### M1 wires, run 1

Scale bar: 20 um.
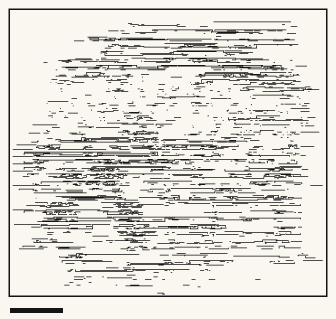
### M2 wires, run 1

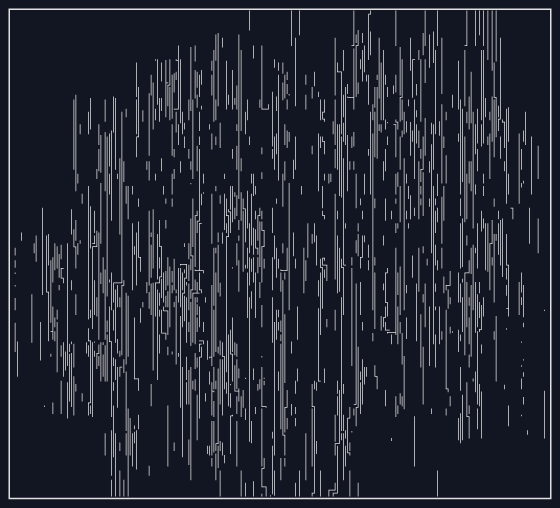
### The metal 3 layer, run 1

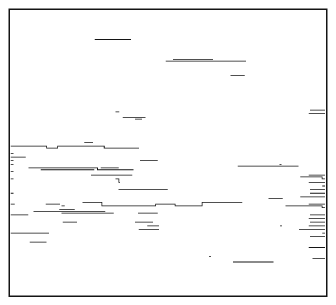
### src/rtl/mac_accum_seq.sv
// Sequential multiply-accumulate stage: sums COUNT unsigned products per result and
// mirrors its accumulator into a downstream register bank via load/clear/data strobes.
module mac_accum_seq #(
    parameter int WIDTH     = 8,
    parameter int ACC_WIDTH = 20,
    parameter int COUNT     = 4
) (
    input  logic                 clk,
    input  logic                 rst_n,
    input  logic                 clear,
    input  logic                 in_valid,
    output logic                 in_ready,
    input  logic [WIDTH-1:0]     a,
    input  logic [WIDTH-1:0]     b,
    output logic                 out_valid,
    input  logic                 out_ready,
    output logic [ACC_WIDTH-1:0] result,
    output logic                 ovf,
    output logic                 reg_load,
    output logic                 reg_clr,
    output logic [ACC_WIDTH-1:0] reg_d,
    output logic                 dbg_state
);

    // Handshakes: a transfer happens on a rising edge where valid & ready are both 1;
    // valid never depends on ready, and a presented beat or result is held until taken.

    localparam int CNT_W = (COUNT > 1) ? $clog2(COUNT) : 1;
    localparam logic [CNT_W-1:0] CNT_LAST = CNT_W'(COUNT - 1);

    typedef enum logic {
        ACCUM = 1'b0,
        DONE  = 1'b1
    } state_t;

    state_t               state_q, state_d;
    logic [ACC_WIDTH-1:0] acc_q, acc_d;
    logic [CNT_W-1:0]     cnt_q, cnt_d;
    logic                 ovf_q, ovf_d;
    logic [ACC_WIDTH-1:0] result_q, result_d;
    logic                 out_valid_q, out_valid_d;

    logic [2*WIDTH-1:0]   prod;
    logic [ACC_WIDTH:0]   sum_full;
    logic [ACC_WIDTH-1:0] sum;
    logic                 carry;
    logic                 fire;

    assign prod     = {{WIDTH{1'b0}}, a} * {{WIDTH{1'b0}}, b};
    assign sum_full = {1'b0, acc_q} + {1'b0, ACC_WIDTH'(prod)};
    assign sum      = sum_full[ACC_WIDTH-1:0];
    assign carry    = sum_full[ACC_WIDTH];

    always_comb begin
        state_d     = state_q;
        acc_d       = acc_q;
        cnt_d       = cnt_q;
        ovf_d       = ovf_q;
        result_d    = result_q;
        out_valid_d = out_valid_q;

        // Strobes are forced low during reset so the bank never sees a stray load.
        in_ready = rst_n & ~clear & (state_q == ACCUM);
        fire     = in_valid & in_ready;
        reg_clr  = rst_n & (clear | ((state_q == DONE) & out_ready));
        reg_load = fire & ~reg_clr;
        reg_d    = rst_n ? sum : '0;

        if (clear) begin
            acc_d       = '0;
            cnt_d       = '0;
            ovf_d       = 1'b0;
            out_valid_d = 1'b0;
            state_d     = ACCUM;
        end else begin
            case (state_q)
                ACCUM: begin
                    if (fire) begin
                        acc_d = sum;
                        cnt_d = cnt_q + CNT_W'(1);
                        ovf_d = ovf_q | carry;
                        if (cnt_q == CNT_LAST) begin
                            result_d    = sum;
                            out_valid_d = 1'b1;
                            state_d     = DONE;
                        end
                    end
                end
                DONE: begin
                    if (out_ready) begin
                        out_valid_d = 1'b0;
                        acc_d       = '0;
                        cnt_d       = '0;
                        ovf_d       = 1'b0;
                        state_d     = ACCUM;
                    end
                end
                default: state_d = ACCUM;
            endcase
        end
    end

    always_ff @(posedge clk or negedge rst_n) begin
        if (!rst_n) begin
            state_q     <= ACCUM;
            acc_q       <= '0;
            cnt_q       <= '0;
            ovf_q       <= 1'b0;
            result_q    <= '0;
            out_valid_q <= 1'b0;
        end else begin
            state_q     <= state_d;
            acc_q       <= acc_d;
            cnt_q       <= cnt_d;
            ovf_q       <= ovf_d;
            result_q    <= result_d;
            out_valid_q <= out_valid_d;
        end
    end

    assign out_valid = out_valid_q;
    assign result    = result_q;
    assign ovf       = ovf_q;
    assign dbg_state = state_q;

    // A finished result may only be withdrawn by its consumer, a flush or reset.
    a_hold_valid: assert property (@(posedge clk) disable iff (!rst_n)
        out_valid_q && !out_ready && !clear |=> out_valid_q);
    a_hold_result: assert property (@(posedge clk) disable iff (!rst_n)
        out_valid_q && !out_ready && !clear |=> $stable(result_q));
    a_strobe_excl: assert property (@(posedge clk) disable iff (!rst_n)
        !(reg_load && reg_clr));

endmodule

### config.mk
export PLATFORM = sky130hd
export DESIGN_NAME = mac_accum_seq
export DESIGN_NICKNAME = d
export VERILOG_FILES = /design/src/rtl/mac_accum_seq.sv
export SDC_FILE = /design/constraint.sdc
export NUM_CORES = 1
export LEC_CHECK = 0
export CORE_ASPECT_RATIO = 0.9
export CORE_MARGIN = 2
export CORE_UTILIZATION = 40
export DETAILED_ROUTE_END_ITERATION = 16
export HOLD_SLACK_MARGIN = 0.03
export PLACE_DENSITY_LB_ADDON = 0.2
export SLEW_MARGIN = 10
export SYNTH_ARGS = -nofsm -noshare
export SYNTH_HDL_FRONTEND = slang
export SYNTH_SLANG_ARGS = --single-unit
export TNS_END_PERCENT = 1
### constraint.sdc
create_clock -name clk -period 8.3 [get_ports clk]
set_clock_uncertainty 0.1 [all_clocks]
set_input_delay 1.245 -clock clk [delete_from_list [all_inputs] [get_ports clk]]
set_output_delay 1.245 -clock clk [all_outputs]
set_load 0.02 [all_outputs]
==> results.sh, run 1 <==
# source this file to load flow results
export IMPL_run_status="finished clean"
export IMPL_layout_top_cell_excl_fill_tap="sky130_fd_sc_hd__inv_1"
export IMPL_n_multi_input_combinational_cell=388
export IMPL_fillCellCount=1166
export IMPL_post_route_util_pct=50.2
export IMPL_crit_path_max_fanout=8
export IMPL_clock_latency_of_the_later_clocked_register_in_the_worst_skew_pair_ps=290
export IMPL_tritoncts="built"
export IMPL_ys_warn_count=0
export IMPL_top_usage_layer="met2"
export IMPL_holdPathStages=2
export IMPL_ff_latch_area_um2=1130
export IMPL_worstSetupEndpointType="output pin"
export IMPL_startpoint_type_of_the_worst_setup_path="input pin"
export IMPL_synth_cellmix_xorXnorShare_pct=1.11
export IMPL_detailedPlacementHpwl_um=9520
export IMPL_routed_via_density=5.11
export IMPL_cts_max_level=2
export IMPL_dpl_cell_count=767
export IMPL_highest_layer="met4"
export IMPL_drt_pass_1_iters=7
export IMPL_synthToLayoutAreaGrowth_pct=21.4
export IMPL_chipWidth_um=119
export IMPL_setup_viol_count_final=0
export IMPL_first_global_vias=4014
export IMPL_rr_worst_depth=16
export IMPL_worstReg2RegStart="acc_q[6]$_DFFE_PN0P_"
export IMPL_cts_setup_buffers=0
export IMPL_floorplan_rows=37
export IMPL_numClockSinks=45
export IMPL_grt_antenna_before_repair=0
Back to the opening pictures, 'M1 wires':
nets with wire on the layer: 666
share of all routed wire: 45%
wire length on this layer: 5430 um
longest straight run: 40.0 um
detailed-route via count: 3954
Total Wirelength: 12000 um
GR Util met1: 27.1%

Back to the opening pictures, 'M2 wires':
nets with wire on the layer: 630
wire length on this layer: 5800 um
share of all routed wire: 48%
main direction: vertical
met2 Use GR: 32.6%

Back to the opening pictures, 'The metal 3 layer':
nets with wire on the layer: 57
share of all routed wire: 4.9%
main direction: horizontal

## run 1: worst min-delay path by stage
stage,start,to,slack [ps]
floorplan,cnt_q[0]$_DFFE_PN0P_,cnt_q[0]$_DFFE_PN0P_,370
global placement,result[2]$_DFFE_PN0P_,result[2]$_DFFE_PN0P_,360
detailed placement,result[14]$_DFFE_PN0P_,result[14]$_DFFE_PN0P_,370
CTS,result[2]$_DFFE_PN0P_,result[2]$_DFFE_PN0P_,390
global route,out_valid$_DFFE_PN0P_,out_valid$_DFFE_PN0P_,400
finish,result[2]$_DFFE_PN0P_,result[2]$_DFFE_PN0P_,370
## run 1: power by group
part / internal, mW / switching [mW] / leakage, nW
clock: 0.140 / 0.0867 / 0.0797
sequential: 0.255 / 0.0222 / 0.620
combinational: 0.609 / 0.934 / 2.17
total: 1.00 / 1.04 / 2.87
### Routing congestion map, run 1

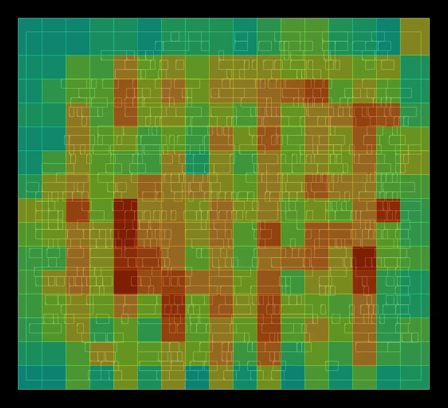

==> inputs of run 2 (changes only) <==
- GPL_ROUTABILITY_DRIVEN: unset -> 1
- SLEW_MARGIN: 10 -> 0
- clock period: 8.3 -> 8.57 ns (I/O delays scaled with it)
### Routing congestion map, run 2

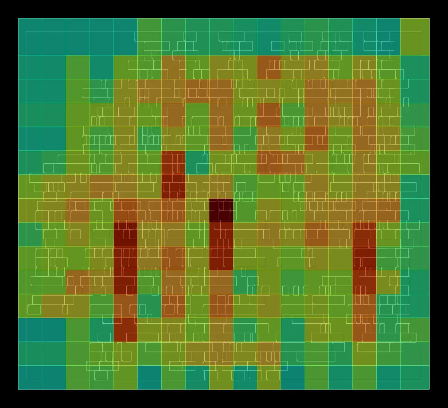
global-route layer with the greatest usage: met2
utilization after layout: 50.2%
average routed wire per standard cell: 14.9 um

==> results.sh, run 2 <==
# source this file to load flow results
export IMPL_floorplan_rows=37
export IMPL_clock_latency_of_the_later_clocked_register_in_the_worst_skew_pair_ps=290
export IMPL_grt_antenna_before_repair=0
export IMPL_numClockSinks=45
export IMPL_first_global_vias=3952
export IMPL_grt_use_met2_pct=30.8
export IMPL_min_to="result[1]$_DFFE_PN0P_"
export IMPL_cts_max_path_buffers=2
export IMPL_routed_via_density=5.15
export IMPL_tritoncts="built"
export IMPL_layout_top_cell_excl_fill_tap="sky130_fd_sc_hd__inv_1"
export IMPL_worst_hold_startpoint="result[1]$_DFFE_PN0P_"
export IMPL_fillCellCount=1171
export IMPL_grt_use_met1_pct=25.9
export IMPL_detailedPlacementHpwl_um=9340
export IMPL_worstReg2RegStart="acc_q[6]$_DFFE_PN0P_"
export IMPL_cts_max_level=2
export IMPL_run_status="finished clean"
export IMPL_ys_warn_count=0
export IMPL_cts_setup_buffers=0
export IMPL_mapped_nets=666
export IMPL_startpoint_type_of_the_worst_setup_path="input pin"
export IMPL_ff_latch_area_um2=1130
export IMPL_detailed_route_via_count=3975
export IMPL_drt_total_wl_um=11500
export IMPL_drt_pass_1_iters=4
export IMPL_highest_layer="met4"
export IMPL_n_multi_input_combinational_cell=388
export IMPL_worstSetupEndpointType="output pin"
export IMPL_holdPathStages=2
export IMPL_rr_worst_depth=16
export IMPL_setup_viol_count_final=0
==> run 2: netlist changes by cell type in the layout (fill, tap and decap cells not counted) <==
cell,delta
sky130_fd_sc_hd__buf_4,-3
sky130_fd_sc_hd__bufinv_16,+1
==> run 2: kinds of logic (layout without fill, tap and decap cells) <==
logic type | after synthesis | after routing | share of synthesized area, %
xor+xnor | 6 | 6 | 1.11
mux | 4 | 4 | 0.870
flops | 45 | 45 | 23.7
simple gates | 191 | 191 | 19.6
fa+ha+maj | 92 | 92 | 32.2
buf+inv | 120 | 183 | 9.71
compound gates | 95 | 95 | 12.8
==> run 2: power breakdown <==
part	total (mW)	internal, mW	switching [mW]
Combinational	1.50	0.579	0.925
Sequential	0.267	0.247	0.0203
Clock	0.251	0.167	0.0841
Total	2.02	0.993	1.03
Power and IR drop assume default switching activity.
